Design i2c_seq_ctrl, sky130hd; sources not shown.
Cell classes on the final placement:
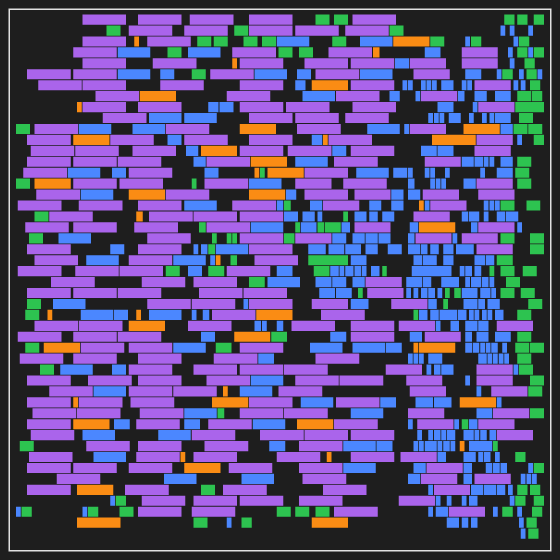
[blue] all other logic | cells: 326
[orange] clock drivers and dummy loads | cells: 44
[purple] flip-flops | cells: 234
[green] other buffers and delay cells | cells: 117
fin util: 68.0%
core area: 17200 um^2
Rows: 48
share of cell area taken by flip-flops and latches: 58.0%
post-route standard cell area excluding fillers: 11700 um^2

Routed metal per tile:
Bar = 50 um. The die is cut into 27 by 27 equal tiles; dark blue is low, red is high, scaled to the fullest tile. Values are wire area over tile area, all layers added.
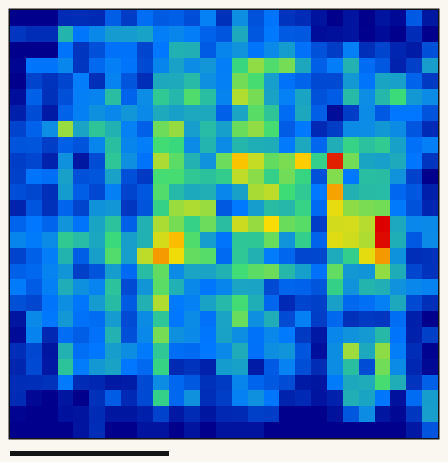
emptiest ninth of the die: bottom left
densest ninth of the die: middle
mean over tiles: 0.18
tiles over half the peak: 12%
fullest tile: 0.64
nearly empty tiles: 6.2%
total routing resource utilization after global routing: 23.2%
final WL: 19700 um
detail-routed net length per standard cell: 20.9 um

Routing congestion:
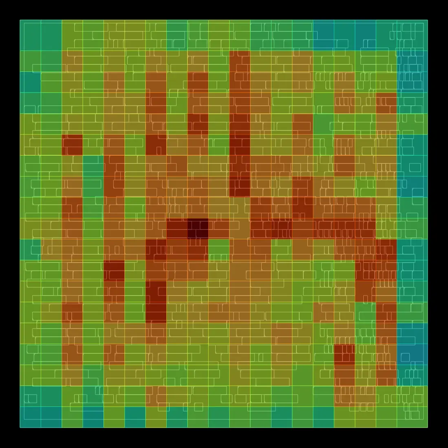
M3 GR Usage: 3.89%
gr busiest metal: met2
fraction of met1 tracks used by global routing: 30.1%
met2 global-route usage: 39.8%

==> run notes <==
Reports from this run.

- The count of final setup violators reads 0.
- The path type of the worst setup path is reg -> out.
- The signal on the critical path passes through clkbuf_1, buf_2, nor3_1, a221oi_1, o221ai_1, clkdlybuf4s50_1.
- The aggregate negative setup slack reads 0 ns.
- The clock latency on the worst-skew pair reads 0.51 ns.
- The final antenna diode tally reported by the flow is 0.
- The chip width is 134 um.
- Counting the buffers created by CTS gives 24.
- The maximum clock frequency is 239 MHz.
- The max-slew violation count reads 0.
- The max-cap check violation count is 0.
- The count of distinct cell types in the synthesized netlist reads 53.
- Counting endpoints that fail hold in the final report gives 0.
- STA shows the worst reg2reg path with a cell count of 7.
- The count of input and output buffers is about 58.
- The timing report gives the clock slew at the launch and capture registers of the worst setup and hold paths as roughly 0.06 ns.
- The worst setup path is launched from a flip-flop.
- Detailed placement reports a standard cell area of 10900 um^2.
- The detailed router finished its first iteration with 399 violations.
- The area of the synthesized netlist per yosys stat reads just under 10000 um^2.
- TritonCTS built the clock tree.
- The mapped cell area is 9800 um^2.
- The number of enable flip-flop cells reads 184.
- The final cell count without fillers is 946.
- The static leakage is 4.09 nW.
- Detailed placement ended at an HPWL of approximately 13000 um.
- Of all flip-flops after synthesis, the portion carrying an async set or reset was 21.4%.
- The register with the most flip-flops in the layout has 184 of them.
- The initial standard-cell utilization of the core is roughly 57%.
- The path length in cells of the critical path reads 6.
- The I/O pin total reads 116.
- The most common logic cells in the final layout are 184 x sky130_fd_sc_hd__edfxtp_1, 58 x sky130_fd_sc_hd__clkdlybuf4s50_1, 55 x sky130_fd_sc_hd__nand2_1, 50 x sky130_fd_sc_hd__dfrtp_1, 46 x sky130_fd_sc_hd__mux4_2.
- The critical-path maximum fanout is 10.
- The script parses the final routing iteration and logs DRC violations as 0.
- The post-cts hold buffer count reads 0.
- The family with the most delay on the worst path reads simple AND/OR/NAND/NOR gates.
- The total cells reported by yosys after synthesis is approximately 590.
- The post-CTS setup buffer count reads 0.
- The largest individual stage delay along the critical path comes from the cell sky130_fd_sc_hd__nor3_1.
- The number of nets in the final layout is between 700 and 800.
- Once placement completed, the tool counted placed cells totaling 902.
- For this run, the leading register cell type out of synthesis is sky130_fd_sc_hd__edfxtp_1.
- The final critical delay including setup and external delays reads 4.18 ns.
- The number of warnings in the stage logs reads ~56.
- The combined buffer and inverter count along the critical path reads 3.
- The count of nets left with antenna violations once routing finished came out at 0.
- The total of flip-flops plus latches after synthesis is 234.
- Among all stages on the critical path, the maximum delay recorded is 1.08 ns.
- The number of global-route vias before repair reads approximately 5500.
- The clock net sink count reads 234.
- The leading cell type in the layout, fill and taps excluded reads sky130_fd_sc_hd__edfxtp_1.
- The cell taking the most area after synthesis is sky130_fd_sc_hd__edfxtp_1.
- The highest ir drop seen on vdd is 324 uV.
- The worst setup path is captured at an output port.
- The number of gates resized after CTS reads 0.
- The data required time at the worst endpoint reads 4.13 ns.
- The cell area power density reads 521 nW/um^2.
- The run finished with clean final reports.
- Setup slack on the worst reg-to-reg path comes out at 1.72 ns.
- The share of cells above drive strength 1 is 22.1%.
- The number of vias per cell is about 5.7.
- The area of the chip reads 18000 um^2.
- The share of the clock period used by the worst path reads 89.0%.
- The worst hold path class reads in -> async.
- The first-pass iteration count of the detailed router reads 8.
- The mean area per synthesized cell reads 16.8 um^2.
- The largest buffer count on any clock path reads 3.
- The overflow left after global routing reads 0.
- The sequential cell area fraction in the yosys report reads 69.1%.
- The number of antenna violations at the first check in global routing reads 0.
- The final-layout fill cell count is 1184.
- The first-pass GRT wire length reads 30900 um.
- The maximum number of pins on one net before global-route repair is 43.
- Relative to the synthesized area, the layout overhead comes to 19.2%.
- The slew of the pin with the lowest slew margin reads 1.36 ns.
- The tree is rooted in a sky130_fd_sc_hd__clkbuf_16.
- Setup repair after global routing left no endpoint under its margin.
- The floorplan step set the die height to 134 um.
- The synthesized instance count is 585.
- In this run the tightest slew margin relative to its limit is 8.38%.
- Sorting the synthesized cells by area gives the leading types as sky130_fd_sc_hd__edfxtp_1 56%, sky130_fd_sc_hd__dfrtp_1 13%, sky130_fd_sc_hd__mux4_2 11%, sky130_fd_sc_hd__mux2_2 2.2%, sky130_fd_sc_hd__buf_4 2.1%.
- STA puts the critical path data arrival time at 3.61 ns.
-- through the flow --
step                hold slack, ns  utilization (%)  power (mW)  worst slack [ns]
global route                 0.131             68.0        6.38             0.356
finish                       0.107             68.0        6.09             0.518
detailed placement           0.341             63.7        4.32              1.07
floorplan                    0.318                -        3.67              1.17
CTS                          0.102             68.0        6.14             0.517
global placement             0.328             62.7        4.20            -0.656
-- where the power goes --
part           total [mW]  internal, mW  switching (mW)
sequential           2.77          2.62           0.155
clock                1.82          1.09           0.726
combinational        1.50         0.682           0.823
total                6.09          4.39            1.70
-- metal layers --
layer  vias to the layer above  wire, um
met4                         0       528
met3                        38      1130
met2                       181     10000
met5                         -         0
li1                       2446         -
met1                      2721      8090
-- Yosys cell counts, drive strengths merged (9+ instances only) --
cell    instances
nand2b          9
mux2i          15
nand2          55
xnor2          13
buf            39
edfxtp        184
clkbuf         12
a21oi          13
mux2           20
xor2           14
mux4           46
nand3           9
nor2           33
dfrtp          50
-- logic make-up after synthesis --
group | Yosys count | synth area share (%)
flops | 234 | 69.1
other cells | 1 | 0.0382
buf+inv | 55 | 3.36
mux | 81 | 14.4
fa+ha+maj | 4 | 0.510
simple gates | 138 | 6.90
compound gates | 45 | 3.27
xor+xnor | 27 | 2.41
-- cell type report --
class	instances	area [um^2]	share of cell area, %
clock inverters	6	77.6	0.664
repair buffers	66	696	5.95
well taps	225	282	2.41
clock buffers	38	674	5.77
inverters	4	15.0	0.128
plain buffers	51	314	2.69
multi-input cells	322	2850	24.4
flip-flops and latches	234	6780	58.0
Power is estimated from default activity; no workload was simulated.
